`src/rtl/rle_pixel_sequencer.sv`:
```
// rle_pixel_sequencer: expands RLE (length, colour) runs into per-pixel colour over active video, frame-aligned on vsync.
module rle_pixel_sequencer #(
    parameter int COLOUR_BITS = 6,
    parameter int RUN_BITS    = 10,
    parameter int WIDTH       = 640,
    parameter int HEIGHT      = 480
) (
    input  logic                   clk,
    input  logic                   reset,
    input  logic                   blank,
    input  logic                   vsync_pulse,
    input  logic                   run_valid,
    input  logic [RUN_BITS-1:0]    run_length,
    input  logic [COLOUR_BITS-1:0] run_colour,
    output logic                   run_ready,
    output logic                   frame_start,
    output logic [COLOUR_BITS-1:0] colour,
    output logic                   underflow,
    output logic                   frame_err
);
    localparam int TOTAL = WIDTH * HEIGHT;
    localparam int CNT_BITS = $clog2(TOTAL + 1);
    localparam logic [CNT_BITS-1:0] TOTAL_C = CNT_BITS'(TOTAL);
    localparam logic [CNT_BITS-1:0] CNT_ONE = 1;
    localparam logic [RUN_BITS:0] ONE = 1;
    localparam logic [0:0] WAIT_FRAME = 1'b0;
    localparam logic [0:0] ACTIVE = 1'b1;

    logic [0:0]             state_q, state_d;
    logic [RUN_BITS:0]      remaining_q, remaining_d;
    logic [COLOUR_BITS-1:0] cur_colour_q, cur_colour_d;
    logic [CNT_BITS-1:0]    cnt_q, cnt_d;
    logic [COLOUR_BITS-1:0] colour_q, colour_d;
    logic                   frame_start_q, frame_start_d;
    logic                   underflow_q, underflow_d;
    logic                   frame_err_q, frame_err_d;
    logic                   active, consume, has_run, handshake, frame_end;

    assign active    = state_q == ACTIVE;
    assign consume   = active && !blank;
    assign has_run   = remaining_q != '0;
    assign frame_end = active && vsync_pulse;
    assign run_ready = active && !vsync_pulse && (!has_run || (remaining_q == ONE && !blank));
    assign handshake = run_valid && run_ready;

    always_comb begin
        state_d       = (state_q == WAIT_FRAME && vsync_pulse) ? ACTIVE : state_q;
        frame_start_d = vsync_pulse;
        colour_d      = (consume && has_run) ? cur_colour_q : '0;
        underflow_d   = underflow_q | (consume && !has_run);
        frame_err_d   = frame_err_q | (frame_end && (cnt_q != TOTAL_C || has_run));
        // a token loaded on the last pixel of the current run replaces the decrement, keeping pixels gapless
        remaining_d   = frame_end ? '0 :
                        handshake ? {1'b0, run_length} + ONE :
                        (consume && has_run) ? remaining_q - ONE : remaining_q;
        cur_colour_d  = frame_end ? '0 : handshake ? run_colour : cur_colour_q;
        cnt_d         = frame_end ? '0 : (consume && cnt_q != TOTAL_C) ? cnt_q + CNT_ONE : cnt_q;
    end

    always_ff @(posedge clk) begin
        if (reset) begin
            state_q       <= WAIT_FRAME;
            remaining_q   <= '0;
            cur_colour_q  <= '0;
            cnt_q         <= '0;
            colour_q      <= '0;
            frame_start_q <= 1'b0;
            underflow_q   <= 1'b0;
            frame_err_q   <= 1'b0;
        end else begin
            state_q       <= state_d;
            remaining_q   <= remaining_d;
            cur_colour_q  <= cur_colour_d;
            cnt_q         <= cnt_d;
            colour_q      <= colour_d;
            frame_start_q <= frame_start_d;
            underflow_q   <= underflow_d;
            frame_err_q   <= frame_err_d;
        end
    end

    assign colour      = colour_q;
    assign frame_start = frame_start_q;
    assign underflow   = underflow_q;
    assign frame_err   = frame_err_q;
endmodule
```
`config.mk`:
```
export PLATFORM = sky130hd
export DESIGN_NAME = rle_pixel_sequencer
export DESIGN_NICKNAME = d
export VERILOG_FILES = /design/src/rtl/rle_pixel_sequencer.sv
export SDC_FILE = /design/constraint.sdc
export NUM_CORES = 1
export LEC_CHECK = 0
export CORE_ASPECT_RATIO = 0.9
export CORE_MARGIN = 4
export CORE_UTILIZATION = 58
export CTS_CLUSTER_DIAMETER = 40
export CTS_CLUSTER_SIZE = 40
export DETAILED_ROUTE_END_ITERATION = 6
export PLACE_DENSITY = 0.85
export SLEW_MARGIN = 10
export SYNTH_ARGS = -nofsm -noshare
export SYNTH_HDL_FRONTEND = slang
export SYNTH_SLANG_ARGS = --single-unit
```
`constraint.sdc`:
```
create_clock -name clk -period 2.8 [get_ports clk]
set_input_delay 0.56 -clock clk [delete_from_list [all_inputs] [get_ports clk]]
set_output_delay 0.56 -clock clk [all_outputs]
set_load 0.05 [all_outputs]
```
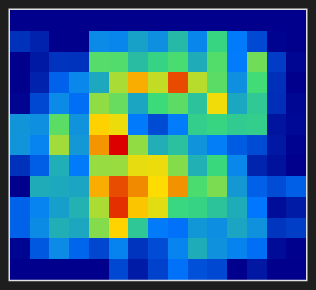
*Wire density map*
Scale: 4 px per um. 15 x 13 tiles, from dark blue (low) to red (high), scaled to the fullest tile. Values are wire area over tile area, all layers added.
tiles over half the peak: 21%
fullest tile: 0.54
densest ninth of the die: center

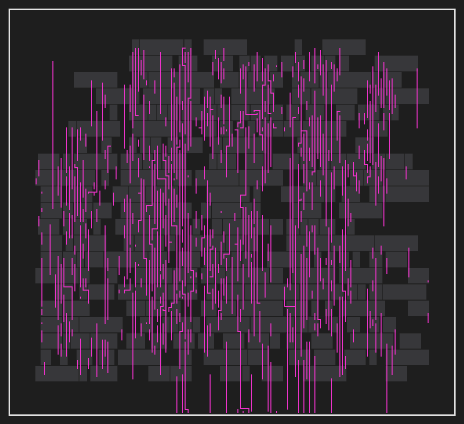
*M2 wires*
Scale: 6 px per um. Cells faint in the background.
main direction: vertical
longest straight run: 27.5 um

==> flow_summary_export.csv <==
group,metric,value,unit
run_status,status,"complete, no violations",
detailed_routing,viasPerCell,5.89,
sta,final_max_slew_viol_count,0,
place,place_area,2630,um^2
detailed_routing,dr_wl_met2,2420,um
clock_tree,cts_hold_buf,0,
yosys,most_common_cell,"dfxtp_1",
sta,setup_violations,0,
floorplanning,die-area,4990,um^2
grt,grt_start_max_net_pins,20,
yosys,ys_top_cells_by_count,"dfxtp_1, nand2_1, nor2_1",
floorplanning,design.portCount,31,
layout,mostFrequentLayoutCell,"dfxtp_1",
detailed_routing,wl_met1,2240,um
sta,max_slew_margin,54.2,%
sta,finalSetupTns,0,ps
layout,diodes,0,
layout,lay_top_cells,"dfxtp_1, nand2_1, nor2_1",
setup_path,cpPeakStageDelay,510,ps
grt,grtUsageMet3,4.02,%
floorplanning,fp.dieH,67.4,um
setup_path,critical_path_cell_count,4,
grt,grt_overflow,0,
setup_path,r2r_slack,650,ps
floorplanning,die_w,74.0,um
layout,nMultiInputCombCells,207,
place,port_buffers,30,
yosys,ys_warn_count,0,
detailed_routing,drt_pass1_iterations,4,
grt,met1_usage,27.3,%
layout,syn_to_final_growth,20.4,%
flow_run,maxCapViolCount,0,
grt,antenna_found_initial,0,
setup_path,cpLargestDelayFamily,"buffers and inverters",
clock_tree,cts_setup_buffers,0,
yosys,edf_count,0,
sta,clock.fmax,419,MHz
yosys,synth_cell_type_count,43,
setup_path,crit_start,"vsync_pulse",
yosys,ys.flop_type,"dfxtp_1",
setup_path,worstReg2RegStart,"remaining_q[6]$_SDFFE_PP0P_",
power_and_ir_drop,power.leakage,0.990,nW
setup_path,crit_buf_inv,2,
clock_tree,clkSlewWorstSetupHoldPaths,90,ps
yosys,logic_family,"simple AND/OR/NAND/NOR gates",
clock_tree,clk_latency,300,ps
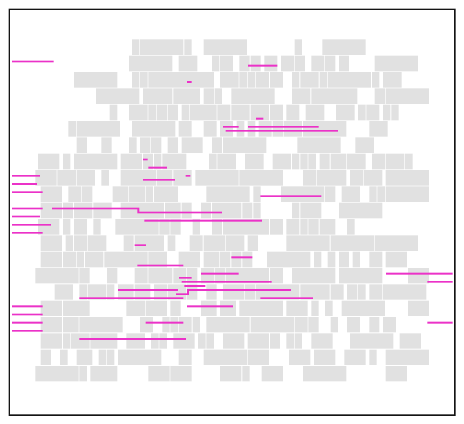
*Signal wires on met3*
Scale: 6 px per um. Cells faint in the background.
wire length on this layer: 306 um
main direction: horizontal
nets with wire on the layer: 34
share of all routed wire: 6.1%

==> through the flow <==
stage | setup slack, ps | hold WS [ps] | std cells
2_1_floorplan | 921 | 427 | 267
3_3_place_gp | 457 | 435 | 339
3_5_place_dp | 374 | 440 | 339
4_1_cts | 431 | 451 | 347
5_1_grt | 402 | 487 | 347
6_report | 413 | 449 | 347
==> power breakdown <==
part	total [W]	switching, W	internal [W]
Sequential	0.000707	0.0000276	0.000679
Combinational	0.000310	0.000178	0.000132
Clock	0.000498	0.000230	0.000268
==> worst min path at each step <==
| stage | from | endpoint | slack [ps] | cells past startpoint |
|---|---|---|---|---|
| after detailed placement | cur_colour_q[1]$_SDFFE_PP0P_ | cur_colour_q[1]$_SDFFE_PP0P_ | 440 | 2 |
| after floorplan | cur_colour_q[0]$_SDFFE_PP0P_ | cur_colour_q[0]$_SDFFE_PP0P_ | 430 | 2 |
| after global placement | cur_colour_q[2]$_SDFFE_PP0P_ | cur_colour_q[2]$_SDFFE_PP0P_ | 430 | 2 |
| after global routing | cur_colour_q[2]$_SDFFE_PP0P_ | cur_colour_q[2]$_SDFFE_PP0P_ | 490 | 2 |
| after CTS | cur_colour_q[1]$_SDFFE_PP0P_ | cur_colour_q[1]$_SDFFE_PP0P_ | 450 | 2 |
| final | cur_colour_q[5]$_SDFFE_PP0P_ | cur_colour_q[5]$_SDFFE_PP0P_ | 450 | 2 |
==> worst reg2reg max path, delay by kind of cell (launching register included) <==
| kind | cells | cell delay, ps |
|---|---|---|
| AOI/OAI and AO/OA | 1 | 210 |
| and+or+nand+nor | 4 | 1500 |
| DFF | 1 | 360 |
==> state kept, by name (all words and copies together) (netlist names) <==
name,count
frame_err,1
remaining_q,11
frame_start,1
underflow,1
cur_colour_q,6
cnt_q,19
colour,6
active,1
Power is estimated from default activity; no workload was simulated.
